--- src/rtl/spike_rate_lp_mc.sv ---
// Multi-channel spike-rate low-pass filter: one shared leak/gain datapath sweeps
// the channels after each accepted tick, with saturation, overrun and readback.
module spike_rate_lp_mc #(
  parameter int N_CH = 8,
  parameter int W    = 16,
  parameter int GAIN = 256,
  parameter int AW   = 4
) (
  input  logic                   clk,
  input  logic                   rst_n,
  input  logic                   clk_en,
  input  logic                   clear_i,
  input  logic [N_CH-1:0]        spike_i,
  input  logic [N_CH*AW-1:0]     alpha_i,
  input  logic [$clog2(N_CH):0]  rd_ch_i,
  output logic [W-1:0]           rd_data_o,
  output logic                   busy_o,
  output logic                   done_o,
  output logic                   overrun_o,
  output logic [N_CH-1:0]        sat_o
);
  localparam int IW = $clog2(N_CH);
  localparam int CW = IW + 1;
  localparam logic [W:0] GAIN_X = (W+1)'(GAIN);

  typedef enum logic {S_IDLE, S_SWEEP} state_t;

  state_t                 r_state;
  logic [N_CH-1:0][W-1:0] r_y;
  logic [N_CH-1:0]        r_pend;
  logic [N_CH-1:0]        r_acc;
  logic [IW-1:0]          r_idx;

  logic [N_CH-1:0][AW-1:0] w_alpha;
  logic [W-1:0]            w_y;
  logic [W-1:0]            w_leak;
  logic [W:0]              w_sum;
  logic [W-1:0]            w_y_nxt;
  logic                    w_rd_ok;
  logic [W-1:0]            w_rd;

  // y - (y >> a) cannot underflow, so only the gain add can overflow into bit W
  assign w_alpha = alpha_i;
  assign w_y     = r_y[r_idx];
  assign w_leak  = w_y >> w_alpha[r_idx];
  assign w_sum   = {1'b0, w_y - w_leak} + (r_pend[r_idx] ? GAIN_X : '0);
  assign w_y_nxt = w_sum[W] ? {W{1'b1}} : w_sum[W-1:0];

  assign w_rd_ok = rd_ch_i < CW'(N_CH);
  assign w_rd    = w_rd_ok ? r_y[rd_ch_i[IW-1:0]] : '0;

  always_ff @(posedge clk or negedge rst_n) begin
    if (!rst_n) begin
      r_state   <= S_IDLE;
      r_y       <= '0;
      r_pend    <= '0;
      r_acc     <= '0;
      r_idx     <= '0;
      busy_o    <= 1'b0;
      done_o    <= 1'b0;
      overrun_o <= 1'b0;
      sat_o     <= '0;
      rd_data_o <= '0;
    end else begin
      done_o    <= 1'b0;
      rd_data_o <= w_rd;
      if (clear_i) begin
        r_state   <= S_IDLE;
        r_y       <= '0;
        r_pend    <= '0;
        r_acc     <= '0;
        r_idx     <= '0;
        busy_o    <= 1'b0;
        overrun_o <= 1'b0;
        sat_o     <= '0;
      end else begin
        case (r_state)
          S_IDLE: begin
            if (clk_en) begin
              r_pend  <= spike_i | r_acc;
              r_acc   <= '0;
              r_idx   <= '0;
              busy_o  <= 1'b1;
              r_state <= S_SWEEP;
            end
          end
          S_SWEEP: begin
            r_y[r_idx] <= w_y_nxt;
            if (w_sum[W]) sat_o[r_idx] <= 1'b1;
            // ticks landing mid-sweep are folded into the next accepted tick
            if (clk_en) begin
              overrun_o <= 1'b1;
              r_acc     <= r_acc | spike_i;
            end
            if (r_idx == IW'(N_CH-1)) begin
              busy_o  <= 1'b0;
              done_o  <= 1'b1;
              r_state <= S_IDLE;
            end else begin
              r_idx <= r_idx + IW'(1);
            end
          end
          default: r_state <= S_IDLE;
        endcase
      end
    end
  end
endmodule

--- config.mk ---
export PLATFORM = sky130hd
export DESIGN_NAME = spike_rate_lp_mc
export DESIGN_NICKNAME = d
export VERILOG_FILES = /design/src/rtl/spike_rate_lp_mc.sv
export SDC_FILE = /design/constraint.sdc
export NUM_CORES = 1
export LEC_CHECK = 0
export CAP_MARGIN = 10
export CELL_PAD_IN_SITES_DETAIL_PLACEMENT = 1
export CELL_PAD_IN_SITES_GLOBAL_PLACEMENT = 2
export CORE_UTILIZATION = 44
export DETAILED_ROUTE_END_ITERATION = 12
export PLACE_DENSITY_LB_ADDON = 0.1
export SLEW_MARGIN = 20
export SYNTH_ARGS = -nofsm -noshare
export SYNTH_HDL_FRONTEND = slang
export SYNTH_SLANG_ARGS = --single-unit
export TNS_END_PERCENT = 50
--- constraint.sdc ---
create_clock -name clk -period 10.48 [get_ports clk]
set_input_delay 2.096 -clock clk [delete_from_list [all_inputs] [get_ports clk]]
set_output_delay 2.096 -clock clk [all_outputs]
set_load 0.01 [all_outputs]
==> run_1/class_map.png <==
The bar under the picture is 50 µm long.
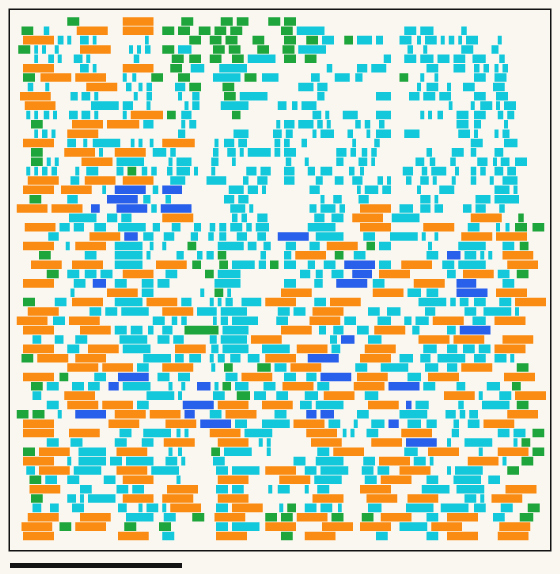
- orange: sequential cells (cells 175)
- blue: clock drivers and dummy loads (cells 32)
- green: remaining buffers and delay cells (cells 99)
- cyan: remaining logic cells (cells 644)

==> run_1/clock_wires.png <==
The bar under the picture is 50 µm long.
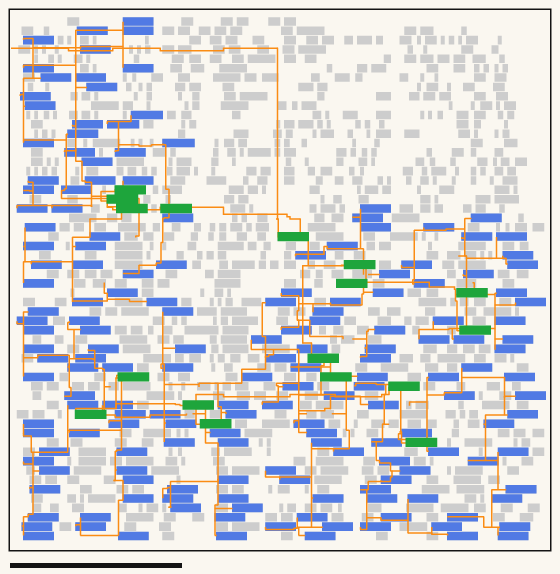
- orange: clock wires (length 2280 µm)
- blue: flip-flops (count 175)
- green: clock-net drivers (count 17)
- routed clock nets: 18
- flops lie: all over the die

==> run_1/layers.png <==
Only two layers are drawn.
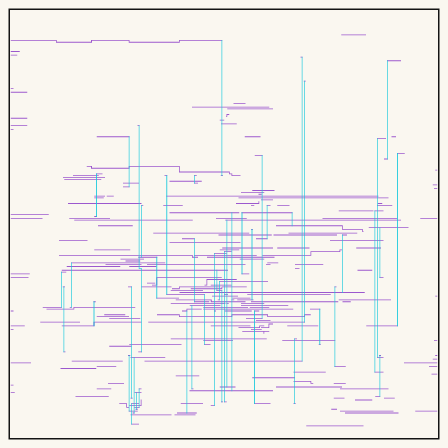
- purple: M3 (wire length 2810 µm)
- cyan: M4 (wire length 1530 µm)

==> run_1/clock_nets.png <==
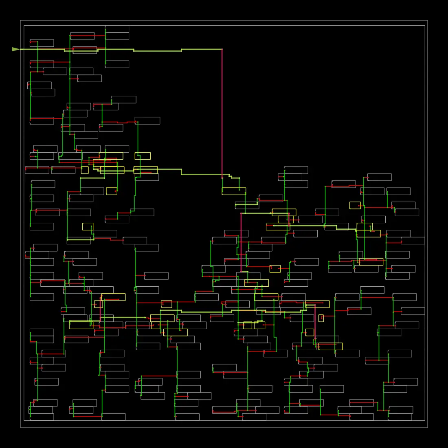
power consumed by the clock network: 0.642 mW
TritonCTS buffer count: 17
Clock Sinks: 175

[run 1: worst reg2reg max path, cell delays in order (launching register included)]
cell	delay [ns]
sky130_fd_sc_hd__dfrtp_2	0.85
sky130_fd_sc_hd__buf_4	0.56
sky130_fd_sc_hd__nor2b_1	0.71
sky130_fd_sc_hd__a221oi_1	0.28
sky130_fd_sc_hd__o22ai_1	0.53
sky130_fd_sc_hd__mux2i_1	0.21
sky130_fd_sc_hd__mux2_2	0.32
sky130_fd_sc_hd__mux2i_1	0.30
sky130_fd_sc_hd__nand2_1	0.15
sky130_fd_sc_hd__o21ai_0	0.13
sky130_fd_sc_hd__fa_1	0.25
sky130_fd_sc_hd__and2b_1	0.22
sky130_fd_sc_hd__o2111ai_1	0.25
sky130_fd_sc_hd__nand2_1	0.17
sky130_fd_sc_hd__a221oi_1	0.60
sky130_fd_sc_hd__and2_2	0.32
sky130_fd_sc_hd__nand4_4	0.29
sky130_fd_sc_hd__nor4_4	1.12
sky130_fd_sc_hd__a221o_2	0.26
[run 1: kinds of logic (layout without fill, tap and decap cells)]
group | Yosys count | count (layout) | share of synthesized area (%)
buffers and inverters | 88 | 145 | 4.17
DFF | 175 | 175 | 41.4
xor gates and xnor gates | 15 | 15 | 1.24
muxes | 124 | 124 | 19.0
and+or+nand+nor | 212 | 212 | 10.8
adders and majority gates | 22 | 22 | 2.67
AOI/OAI and AO/OA | 257 | 257 | 20.6
[run 1: layout make-up]
cell class / count / area (µm²)
clock inverters: 15 / 164
well taps: 319 / 399
multi-input cells: 630 / 5790
inverters: 14 / 52.6
fillers: 2445 / 11400
flip-flops and latches: 175 / 4380
clock buffers: 17 / 425
repair buffers: 99 / 952
==> tab_implementation.tex, run 1 <==
% Generated from flow reports
\begin{tabular}{lr}
\hline
Metric & Value \\
\hline
\multicolumn{2}{l}{\textbf{Run status}} \\
\quad Outcome & complete, no violations \\
\multicolumn{2}{l}{\textbf{Pwr}} \\
\quad P\_int & 1.47 mW \\
\quad IR drop worst, VDD & 0.201 mV \\
\quad Portion of total power attributed to sequential cells & 25.9\% \\
\multicolumn{2}{l}{\textbf{Route}} \\
\quad Number of antenna-violating nets in the routed design & 0 \\
\quad Post-DR vias/cell & 6.87 \\
\multicolumn{2}{l}{\textbf{Clock tree}} \\
\quad Latest clock arrival within the worst-skew pair & 0.44 ns \\
\quad CTS hold repair buffers & 0 \\
\quad Reg clk slew, reported paths & 0.08 ns \\
\quad Clk buf depth & 2 \\
\multicolumn{2}{l}{\textbf{Worst setup path}} \\
\quad Slowest cell on crit path & sky130\_fd\_sc\_hd\_\_nor4\_4 \\
\quad Reg2Reg Setup Slack & 2.88 ns \\
\quad Worst path bufs/invs & 2 \\
\quad Worst path required time & 10.86 ns \\
\multicolumn{2}{l}{\textbf{Floorplan}} \\
\quad Top-level port count & 75 \\
\quad Die boundary height & 157 µm \\
\quad Width of the chip & 157 µm \\
\multicolumn{2}{l}{\textbf{Timing}} \\
\quad FMAX & 127 MHz \\
\quad Max-slew violation count & 0 \\
\multicolumn{2}{l}{\textbf{Cells and area}} \\
\quad Most instantiated logic cells after routing & 172 x sky130\_fd\_sc\_hd\_\_dfrtp\_1, 94 x sky130\_fd\_sc\_hd\_\_a221o\_1, 72 x sky130\_fd\_sc\_hd\_\_clkdlybuf4s50\_1, 68 x sky130\_fd\_sc\_hd\_\_nor2\_1, 59 x sky130\_fd\_sc\_hd\_\_mux4\_2 \\
\multicolumn{2}{l}{\textbf{Yosys}} \\
\quad Yosys warning count & 0 \\
\quad Flop and latch count out of synthesis & 175 \\
\multicolumn{2}{l}{\textbf{Place}} \\
\quad Worst setup timing slack at the placement stage & 2.19 ns \\
\hline
\end{tabular}
==> run_1/floorplan.png <==
Pins as bars on the die edge.
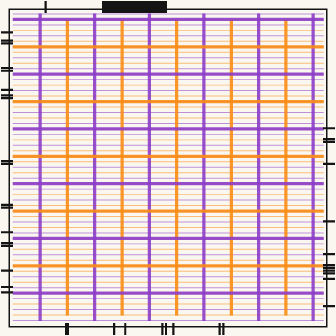

==> run 2: changes to the inputs <==
CORE_UTILIZATION = 41   (was 44)
clock period = 7.59 ns   (was 10.48 ns; I/O delays follow)
==> run_2/floorplan.png <==
Pins as bars on the die edge.
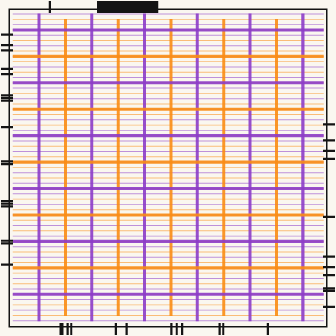
- purple: VSS
- orange: VDD
- signal pins: 75
- met1 rails: 59

==> run 2 against run 1 <==
- die area increased by 7.2%
- cell area grew 1.1%
- sequential cell count did not move
- cell count rose by 1.9%
- critical path type unchanged
- largest cell class unchanged
- largest power group unchanged
==> tab_implementation.tex, run 2 <==
% Generated from flow reports
\begin{tabular}{lr}
\hline
Metric & Value \\
\hline
\multicolumn{2}{l}{\textbf{Clock tree}} \\
\quad Reg clk slew, reported paths & 0.07 ns \\
\quad TritonCTS buffer count & 17 \\
\quad Clock Sinks & 175 \\
\quad \# resized after CTS & 0 \\
\quad CTS hold repair buffers & 0 \\
\quad Clk buf depth & 2 \\
\multicolumn{2}{l}{\textbf{Floorplan}} \\
\quad Width of the chip & 163 µm \\
\quad Total core area & 25300 µm² \\
\quad Die boundary height & 163 µm \\
\quad Top-level port count & 75 \\
\multicolumn{2}{l}{\textbf{Yosys}} \\
\quad Area fraction in mux cells & 19.0\% \\
\quad Yosys simple share & 10.8\% \\
\quad Instance tally after logic synthesis & 893 \\
\quad Yosys warning count & 0 \\
\quad Area share of fa/ha/maj cells after synthesis & 2.67\% \\
\quad Largest logic family & AND-OR/OR-AND gates \\
\quad Synthesized-area fraction occupied by ao, oa, aoi and oai cells & 20.6\% \\
\quad Flop and latch count out of synthesis & 175 \\
\quad Xor/xnor share & 1.24\% \\
\quad Cell types with the highest counts after synthesis & 175 x sky130\_fd\_sc\_hd\_\_dfrtp\_1, 94 x sky130\_fd\_sc\_hd\_\_a221o\_1, 72 x sky130\_fd\_sc\_hd\_\_nor2\_1, 59 x sky130\_fd\_sc\_hd\_\_mux4\_2, 58 x sky130\_fd\_sc\_hd\_\_nand2\_1 \\
\quad Yosys chip area & 10600 µm² \\
\multicolumn{2}{l}{\textbf{Route}} \\
\quad Number of antenna-violating nets in the routed design & 0 \\
\quad Post-DR vias/cell & 6.78 \\
\quad Wire per inst & 30.4 µm \\
\quad Violation count after the first detailed-route iteration & 725 \\
\multicolumn{2}{l}{\textbf{Pwr}} \\
\quad Switching part of the total power & 47.3\% \\
\quad Portion of total power attributed to sequential cells & 25.2\% \\
\quad P\_int & 2.16 mW \\
\quad IR drop worst, VDD & 0.283 mV \\
\multicolumn{2}{l}{\textbf{Timing}} \\
\quad Max-slew violation count & 0 \\
\quad Worst hold slack after final layout & 0.490 ns \\
\quad Final number of setup-violating endpoints & 0 \\
\quad FMAX & 144 MHz \\
\quad Slew at the pin closest to its max-slew limit & 1.21 ns \\
\multicolumn{2}{l}{\textbf{Global route}} \\
\quad GRT Resource Usage Total & 30.9\% \\
\multicolumn{2}{l}{\textbf{Cells and area}} \\
\quad Most instantiated logic cells after routing & 172 x sky130\_fd\_sc\_hd\_\_dfrtp\_1, 94 x sky130\_fd\_sc\_hd\_\_a221o\_1, 72 x sky130\_fd\_sc\_hd\_\_clkdlybuf4s50\_1, 68 x sky130\_fd\_sc\_hd\_\_nor2\_1, 59 x sky130\_fd\_sc\_hd\_\_mux4\_2 \\
\quad Final cell count without fillers & 1293 \\
\multicolumn{2}{l}{\textbf{Worst setup path}} \\
\quad Reg2Reg Setup Slack & 0.86 ns \\
\quad Worst path required time & 7.96 ns \\
\quad Maximum fanout encountered on the critical timing path & 21 \\
\quad Slowest cell on crit path & sky130\_fd\_sc\_hd\_\_xnor2\_1 \\
\quad CP Cell Sequence & clkdlybuf4s50\_1 > mux4\_2 > mux2i\_2 > buf\_4 > mux2i\_1 > mux2i\_1 > mux2i\_1 > nand2b\_1 > o31ai\_1 > ha\_1 > fa\_1 > and2b\_1 > o2111ai\_1 > nand2\_1 > a31oi\_1 > xnor2\_1 > ha\_1 > and2\_2 > nand3\_1 > xnor2\_1 > a221o\_1 \\
\quad CP most frequent cell & sky130\_fd\_sc\_hd\_\_mux2i\_1 \\
\multicolumn{2}{l}{\textbf{Place}} \\
\quad Worst setup timing slack at the placement stage & 0.331 ns \\
\quad Routability Congestion & 0.862 \\
\quad Total cell area at the placement stage & 11700 µm² \\
\multicolumn{2}{l}{\textbf{Run status}} \\
\quad Outcome & complete, no violations \\
\hline
\end{tabular}
==> run_2/clock_nets.png <==
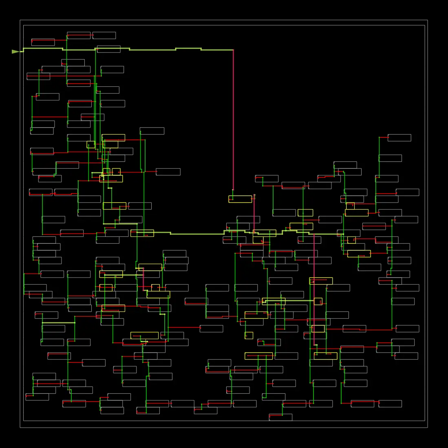
power consumed by the clock network: 0.946 mW
latest clock arrival within the worst-skew pair: 0.44 ns
setup clock skew after layout: 0.0154 ns
count of sequential standard cells: 175

[run 2: kinds of logic after synthesis]
logic type	Yosys count
DFF	175
buffers and inverters	88
AOI/OAI and AO/OA	257
and+or+nand+nor	212
xor gates and xnor gates	15
adders and majority gates	22
muxes	124
[run 2: cell type report]
| type | instances | area (µm²) |
|---|---|---|
| fillers | 2640 | 13000 |
| multi-input cells | 630 | 5810 |
| flip-flops and latches | 175 | 4380 |
| repair buffers | 112 | 1020 |
| clock buffers | 19 | 453 |
| well taps | 330 | 413 |
| clock inverters | 13 | 173 |
| inverters | 14 | 52.6 |
[run 2: worst min-delay path by stage]
stage | from | to | slack (ns) | depth (start not counted)
detailed placement | sat_o[0] | sat_o[0] | 0.47 | 1
finish | sat_o[3] | sat_o[3] | 0.49 | 1
floorplan | r_acc[0] | r_acc[0] | 0.46 | 2
global placement | sat_o[4] | sat_o[4] | 0.46 | 1
CTS | sat_o[4] | sat_o[4] | 0.49 | 1
global route | sat_o[2] | sat_o[2] | 0.51 | 1
[run 2: power groups by stage]
stage	combinational [mW]	sequential [mW]	clock, mW
after global routing	2.25	1.03	0.990
after detailed placement	2.07	1.05	0
after CTS	2.09	1.03	0.956
final	2.12	1.03	0.946
after floorplan	1.39	1.02	0
after global placement	2.01	1.04	0
[run 2: per-layer routing]
layer  track usage, %  vias to the layer above  wire (µm)  part of all wire [%]
li1                 -                     3663          -                     -
met1             41.4                     4614      16400                    42
met2             49.5                      406      18900                    48
met3             6.60                       86       2920                   7.4
met4             11.1                        0       1090                   2.8
met5                0                        -          0                     0
[run 2: critical path: cells and delay by family]
family          cells  cell delay, ns
simple gates        5            0.94
buf+inv             2            0.74
mux                 5            1.46
xor+xnor            2            1.13
compound gates      4            0.64
fa+ha+maj           3            0.85
==> run_2/clock_wires.png <==
The bar under the picture is 50 µm long.
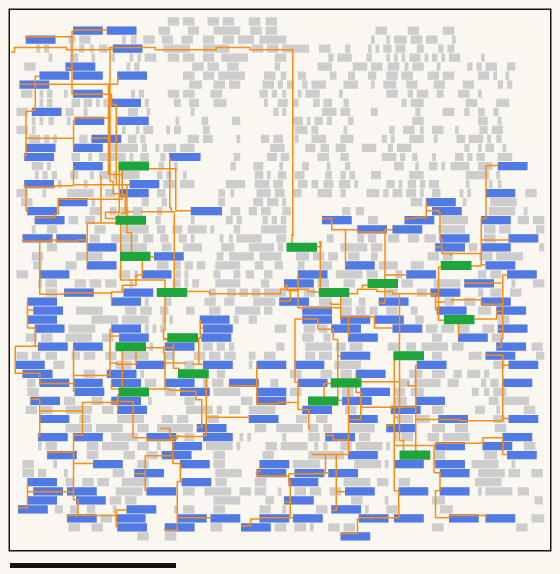

==> run 3: changes to the inputs <==
RECOVER_POWER = 50   (was unset)
==> run_3/clock_wires.png <==
The bar under the picture is 50 µm long.
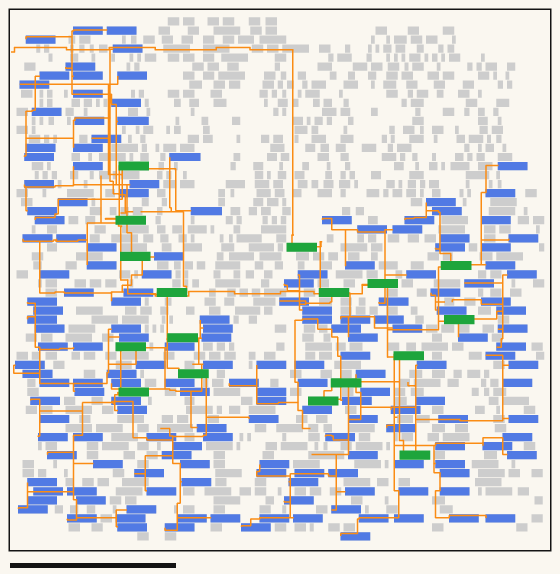
- blue: flip-flops (count 175)
- green: clock-net drivers (count 17)
- orange: clock wires (length 2450 µm)
- flops lie: all over the die
- routed clock nets: 18

==> run_3/layers.png <==
Only two layers are drawn.
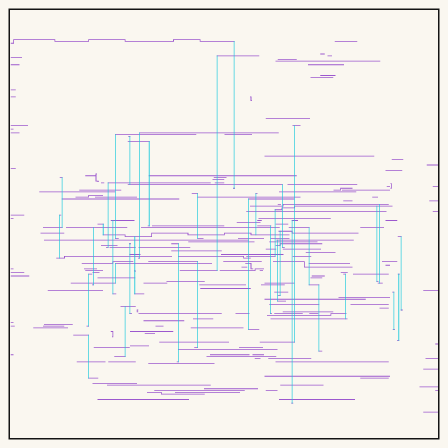
- purple: M3 (wire length 3010 µm)
- cyan: M4 (wire length 1120 µm)

==> run 3 against run 2 <==
- critical endpoint unchanged
- critical path depth did not move
- clock power barely moved
- count of clock-buffer cells in the layout did not move
- cell area barely moved
- non-clock buffer count did not move
- synthesized cell count did not move
- the flow now finishes with violations (max-capacitance violations, max-slew violations)
- register-to-register slack got worse by 0.12 ns
- critical path type unchanged
- hold slack got worse by 0.0065 ns
- routed wire length barely moved
- combinational power barely moved
- area after synthesis did not move
==> tab_implementation.tex, run 3 <==
% Generated from flow reports
\begin{tabular}{lr}
\hline
Metric & Value \\
\hline
\multicolumn{2}{l}{\textbf{Yosys}} \\
\quad Flop and latch count out of synthesis & 175 \\
\quad Yosys warning count & 0 \\
\quad Area fraction in mux cells & 19.0\% \\
\quad Yosys simple share & 10.8\% \\
\quad Largest logic family & AND-OR/OR-AND gates \\
\quad Cell types with the highest counts after synthesis & 175 x sky130\_fd\_sc\_hd\_\_dfrtp\_1, 94 x sky130\_fd\_sc\_hd\_\_a221o\_1, 72 x sky130\_fd\_sc\_hd\_\_nor2\_1, 59 x sky130\_fd\_sc\_hd\_\_mux4\_2, 58 x sky130\_fd\_sc\_hd\_\_nand2\_1 \\
\quad Instance tally after logic synthesis & 893 \\
\quad Area share of fa/ha/maj cells after synthesis & 2.67\% \\
\multicolumn{2}{l}{\textbf{Route}} \\
\quad Number of antenna-violating nets in the routed design & 0 \\
\quad Wire per inst & 30.4 µm \\
\quad Post-DR vias/cell & 6.81 \\
\multicolumn{2}{l}{\textbf{Timing}} \\
\quad Worst hold slack after final layout & 0.484 ns \\
\quad Final number of setup-violating endpoints & 0 \\
\quad Setup clock skew after layout & 0.0155 ns \\
\quad Max-slew violation count & 139 \\
\quad Slew at the pin closest to its max-slew limit & 5.12 ns \\
\quad FMAX & 144 MHz \\
\multicolumn{2}{l}{\textbf{Worst setup path}} \\
\quad CP most frequent cell & sky130\_fd\_sc\_hd\_\_mux2i\_1 \\
\quad Reg2Reg Setup Slack & 0.74 ns \\
\quad Worst path bufs/invs & 2 \\
\quad Kind of cell with the highest combined delay on the critical path & multiplexers \\
\quad Worst path required time & 7.97 ns \\
\quad CP Cell Sequence & clkdlybuf4s50\_1 > mux4\_2 > mux2i\_2 > buf\_4 > mux2i\_1 > mux2i\_1 > mux2i\_1 > nand2b\_1 > o31ai\_1 > ha\_1 > fa\_1 > and2b\_1 > o2111ai\_1 > nand2\_1 > a31oi\_1 > xnor2\_1 > ha\_1 > and2\_2 > nand3\_1 > xnor2\_1 > a221o\_1 \\
\multicolumn{2}{l}{\textbf{Flow run}} \\
\quad Max-cap violations & 2 \\
\multicolumn{2}{l}{\textbf{Floorplan}} \\
\quad Die boundary height & 163 µm \\
\quad Top-level port count & 75 \\
\multicolumn{2}{l}{\textbf{Pwr}} \\
\quad P\_int & 2.15 mW \\
\quad Switching part of the total power & 47.3\% \\
\quad Portion of total power attributed to sequential cells & 25.2\% \\
\multicolumn{2}{l}{\textbf{Run status}} \\
\quad Violated checks & max-capacitance violations, max-slew violations \\
\quad Outcome & finished with violations \\
\multicolumn{2}{l}{\textbf{Min path}} \\
\quad Worst min-delay path endpoint & sat\_o[3] \\
\quad Startpoint of the worst hold path & sat\_o[3] \\
\multicolumn{2}{l}{\textbf{Clock tree}} \\
\quad Latest clock arrival within the worst-skew pair & 0.44 ns \\
\quad Reg clk slew, reported paths & 0.07 ns \\
\quad TritonCTS buffer count & 17 \\
\quad \# resized after CTS & 0 \\
\multicolumn{2}{l}{\textbf{Place}} \\
\quad Routability Congestion & 0.862 \\
\multicolumn{2}{l}{\textbf{Global route}} \\
\quad GRT Resource Usage Total & 30.9\% \\
\hline
\end{tabular}
==> run 3: cell types whose count changed in the layout (fill, tap and decap cells not counted), sizes merged <==
cell,previous run,this run
clkdlybuf4s50,72,44
buf,40,37
dlygate4sd3,0,28
clkdlybuf4s25,0,1
clkbuf,19,21
==> run 3: cells by family after synthesis <==
logic type / after synthesis
mux: 124
buf+inv: 88
fa+ha+maj: 22
xor+xnor: 15
simple gates: 212
compound gates: 257
flops: 175
==> run 3: power groups by stage <==
stage / clock network [mW] / logic (mW) / registers [mW]
2_1_floorplan: 0 / 1.39 / 1.02
3_3_place_gp: 0 / 2.01 / 1.04
3_5_place_dp: 0 / 2.07 / 1.05
4_1_cts: 0.956 / 2.09 / 1.03
5_1_grt: 0.990 / 2.25 / 1.03
6_report: 0.945 / 2.11 / 1.03
==> run 3: routing by layer <==
layer | wire [µm] | global-route usage, % | vias up | part of all wire (%)
met5 | 0 | 0 | - | 0
met4 | 1120 | 11.1 | 0 | 2.9
met3 | 3010 | 6.60 | 87 | 7.7
met2 | 18900 | 49.5 | 405 | 48
met1 | 16300 | 41.4 | 4645 | 41
li1 | - | - | 3663 | -
==> run 3: per-stage QoR <==
| step | cells | worst slack, ns | instance area, µm² |
|---|---|---|---|
| floorplan | 893 | 1.58 | 10600 |
| global placement | 1261 | 0.663 | 11700 |
| detailed placement | 1261 | 0.331 | 11700 |
| CTS | 1293 | 0.764 | 12300 |
| global route | 1293 | 0.315 | 12300 |
| finish | 1293 | 0.641 | 12300 |
==> run 3: area by class of cell <==
| cell class | count | area, µm² |
|---|---|---|
| flip-flops and latches | 175 | 4380 |
| multi-input cells | 630 | 5810 |
| well taps | 330 | 413 |
| clock buffers | 19 | 453 |
| fillers | 2641 | 13000 |
| clock inverters | 13 | 173 |
| repair buffers | 112 | 1010 |
| inverters | 14 | 52.6 |
No activity file was given, so power comes from the tool's default toggle rates.
